==> config.mk <==
export PLATFORM = sky130hd
export DESIGN_NAME = k_counter_filter
export DESIGN_NICKNAME = d
export VERILOG_FILES = /design/src/rtl/dpll_pkg.sv /design/src/rtl/modk_wrap_counter.sv /design/src/rtl/k_counter_filter.sv
export SDC_FILE = /design/constraint.sdc
export NUM_CORES = 1
export LEC_CHECK = 0
export ABC_AREA = 0
export CELL_PAD_IN_SITES_DETAIL_PLACEMENT = 1
export CELL_PAD_IN_SITES_GLOBAL_PLACEMENT = 2
export CORE_MARGIN = 2
export CORE_UTILIZATION = 29
export CTS_BUF_LIST = sky130_fd_sc_hd__clkbuf_4
export CTS_CLUSTER_SIZE = 20
export DETAILED_ROUTE_END_ITERATION = 16
export HOLD_SLACK_MARGIN = 0.15
export PLACE_DENSITY = 0.75
export SLEW_MARGIN = 20
export SYNTH_ARGS = -nofsm -noshare
export SYNTH_HDL_FRONTEND = slang
export SYNTH_SLANG_ARGS = --single-unit
==> constraint.sdc <==
create_clock -name clk -period 1.8 [get_ports clk]
set_input_delay 0.45 -clock clk [delete_from_list [all_inputs] [get_ports clk]]
set_output_delay 0.45 -clock clk [all_outputs]
set_load 0.01 [all_outputs]
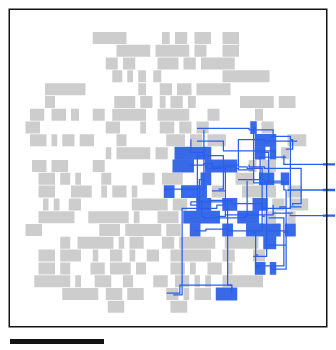
io_fan.png
Bar = 20 µm.
- blue: kSel (bits 3; direction input; edge right; end cells 25; buffers 14; wire 521 µm)
I/O pin count: 22
IO Port Bufs: 21

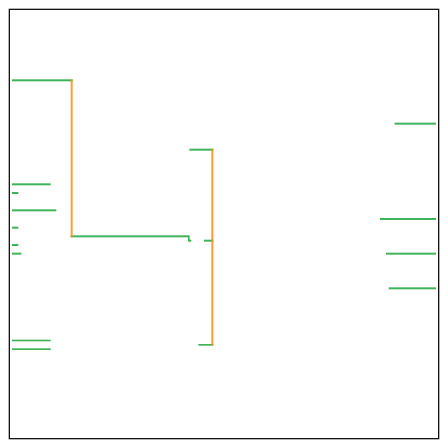
wires.png
Only two layers are drawn.
- orange: metal 4 (wire length 55.1 µm)
- green: metal 3 (wire length 91.8 µm)
vias post-DR: 1051
overall routing resource usage: 14.9%
Avg WL per Cell: 14.7 µm

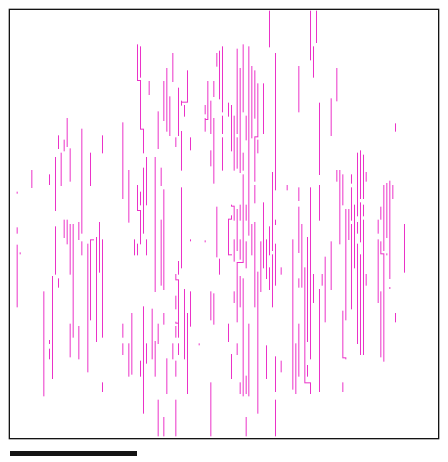
layer_met2.png
Bar = 20 µm.
- main direction: vertical
- wire length on this layer: 1520 µm
- longest straight run: 29.6 µm
- nets with wire on the layer: 158
overall routed net length: 3.13 mm
met2 global-route usage: 24.0%

==> notes.md <==
Status on the layout run. Per the timing report, the biggest fanout along the worst path comes to 6. The cell count after synthesis came out at 125. The final reports fail on negative setup slack. Insertion delay at the late pin of the worst-skew pair landed at 0.31 ns. IR analysis of the VDD net gives a maximum drop of 0.223 mV. The top cell type in the final layout, fill and taps aside, is buf_4.

The run finished, with violations left. Per the detail_route report, DRC violations left total 0. Worst clock skew landed at 0.00367 ns. Walking the critical path from launch to capture passes 9 cell instances.

Layout net count landed at 176. The worst setup path is captured at a flip-flop. Post-route minimum period landed at 1.84 ns. Area share of the leading cell type in the synthesized netlist landed at 38.1%. The cell family contributing the most delay on the critical path is buffers and inverters. Per the timing report, the achievable frequency comes out to 544 MHz. Post-route period utilization is reported as 102%. According to the floorplan report, the die height is 67.1 µm.

Setup repair after global routing could not meet its margin everywhere. Number of warning messages in the yosys log landed at 0. Sorting the synthesized cells by area gives the leading types as dfxtp_1 (38%), nor2_1 (4.9%), xnor2_1 (4.5%). Counting tap cells, the placed design contains a total of 199 instances. Remaining global-route overflow landed at 0. Required time at the endpoint of the critical path landed at 2.05 ns. Yosys mapped a number of flops with a built-in enable equal to 0. Initial cell density of the core landed at 30.9%. Via count normalized by instance count landed at 4.96. Layout overhead on the synthesized area landed at 45.7%.

Largest net degree at the start of global routing landed at 13. The pin closest to its max-slew limit shows a slew of 0.330 ns. After synthesis, the chip area reported by Yosys is 1160 µm². TritonCTS built the clock tree. Die area landed at 4510 µm².

The layout summary lists the proportion of cells stronger than drive strength 1 as 36.0%. The largest single stage delay on the critical path is 0.37 ns. Counting stages on the worst path, the most repeated cell is buf_4. Final-report setup violation count landed at 6. The worst setup path is launched from an input port.

The post-placement cell area is 1470 µm². After synthesis, the design contains 125 cells according to Yosys. dfxtp_1 takes more of the synthesized area than any other cell. Number of nets with antenna violations after detailed routing landed at 0.

Max-capacitance violation count landed at 0. Count of TritonRoute iterations in the first routing pass landed at 4. The data arrival time reported for the critical path is 2.09 ns. The min-delay analysis places its worst path in the category flip-flop to flip-flop. Per the cell usage report, the commonest logic cells after layout are buf_4 (18), clkdlybuf4s50_1 (15), nor2_1 (14), dfxtp_1 (11), nand2_1 (8). Total nets after synthesis landed at 136. Row count landed at 22. Static power due to leakage landed at 0.601 nW. Core area landed at 3740 µm². Largest buffer count on any clock path landed at 2. Warnings raised by the tools during the run amount to 30. After layout, the worst setup slack is -0.0384 ns. Power density of the placed cells landed at 501 nW/µm². Count of hold-fix buffers inserted at cts landed at 0. The report lists the cells along the critical path as dlygate4sd2_1 -> buf_6 -> buf_4 -> a31oi_1 -> a211oi_2 -> buf_4 -> buf_4 -> or3_4 -> nor2_1. First-pass GRT wire length landed at 4.97 mm.
Yosys cell counts (2+ instances only):
library cell and n:
o21ai_0 3, buf_6 2, nor3_1 5, xor2_1 6, o2111ai_1 2, a21oi_2 2
nand3b_1 3, and2_1 3, a31oi_1 3, nand2b_1 2, nor3b_1 5, dfxtp_1 22
nor4_1 3, or3_1 4, mux2i_1 2, ha_1 4, a211oi_2 2, xnor2_1 6
a21oi_1 2, clkbuf_1 4, nand2_1 8, nand4_1 4, nor2_1 15
power breakdown:
part | internal, W | switching [W]
registers | 0.000486 | 0.00000531
logic | 0.0000608 | 0.0000590
clock network | 0.0000812 | 0.000152
total | 0.000628 | 0.000216
cells by family (layout without fill, tap and decap cells):
family / Yosys count / after routing / share of synthesized area (%)
flops: 22 / 22 / 38.1
fa+ha+maj: 4 / 4 / 4.33
xor+xnor: 12 / 12 / 9.09
compound gates: 21 / 21 / 14.7
mux: 2 / 2 / 1.73
buf+inv: 8 / 47 / 4.33
simple gates: 56 / 56 / 27.7
per-layer routing:
layer	part of all wire, %	vias to the layer above	global-route usage, %
met2	49	16	24.0
met5	0	-	0
met3	2.9	5	2.17
met4	1.8	0	6.12
met1	47	505	19.8
li1	-	525	-
what timing repair did:
item | 4_1_cts | 5_1_grt
pin swaps | 3 | 9
cloned | 2 | 0
gates resized | 24 | 24
setup endpoints to repair | 25 | 12
buffers inserted | 4 | 3
through the flow:
step	setup slack [ns]	setup TNS [ns]	utilization, %	hold slack [ns]
2_1_floorplan	0.0624	0	-	0.456
3_3_place_gp	-0.554	-8.71	39.4	0.473
3_5_place_dp	-0.635	-9.75	39.4	0.490
4_1_cts	-0.0188	-0.0188	42.5	0.508
5_1_grt	-0.0981	-0.641	45.0	0.540
6_report	-0.0384	-0.0992	45.0	0.507
area by class of cell:
type / count / area (µm²)
fill: 433 / 2060
multi-input combinational: 95 / 764
sequential: 22 / 464
timing repair buffer: 43 / 369
tap: 48 / 60.1
clock buffer: 3 / 22.5
clock inverter: 1 / 3.75
Power figures rest on the tool's default switching activity, not on a simulated workload.
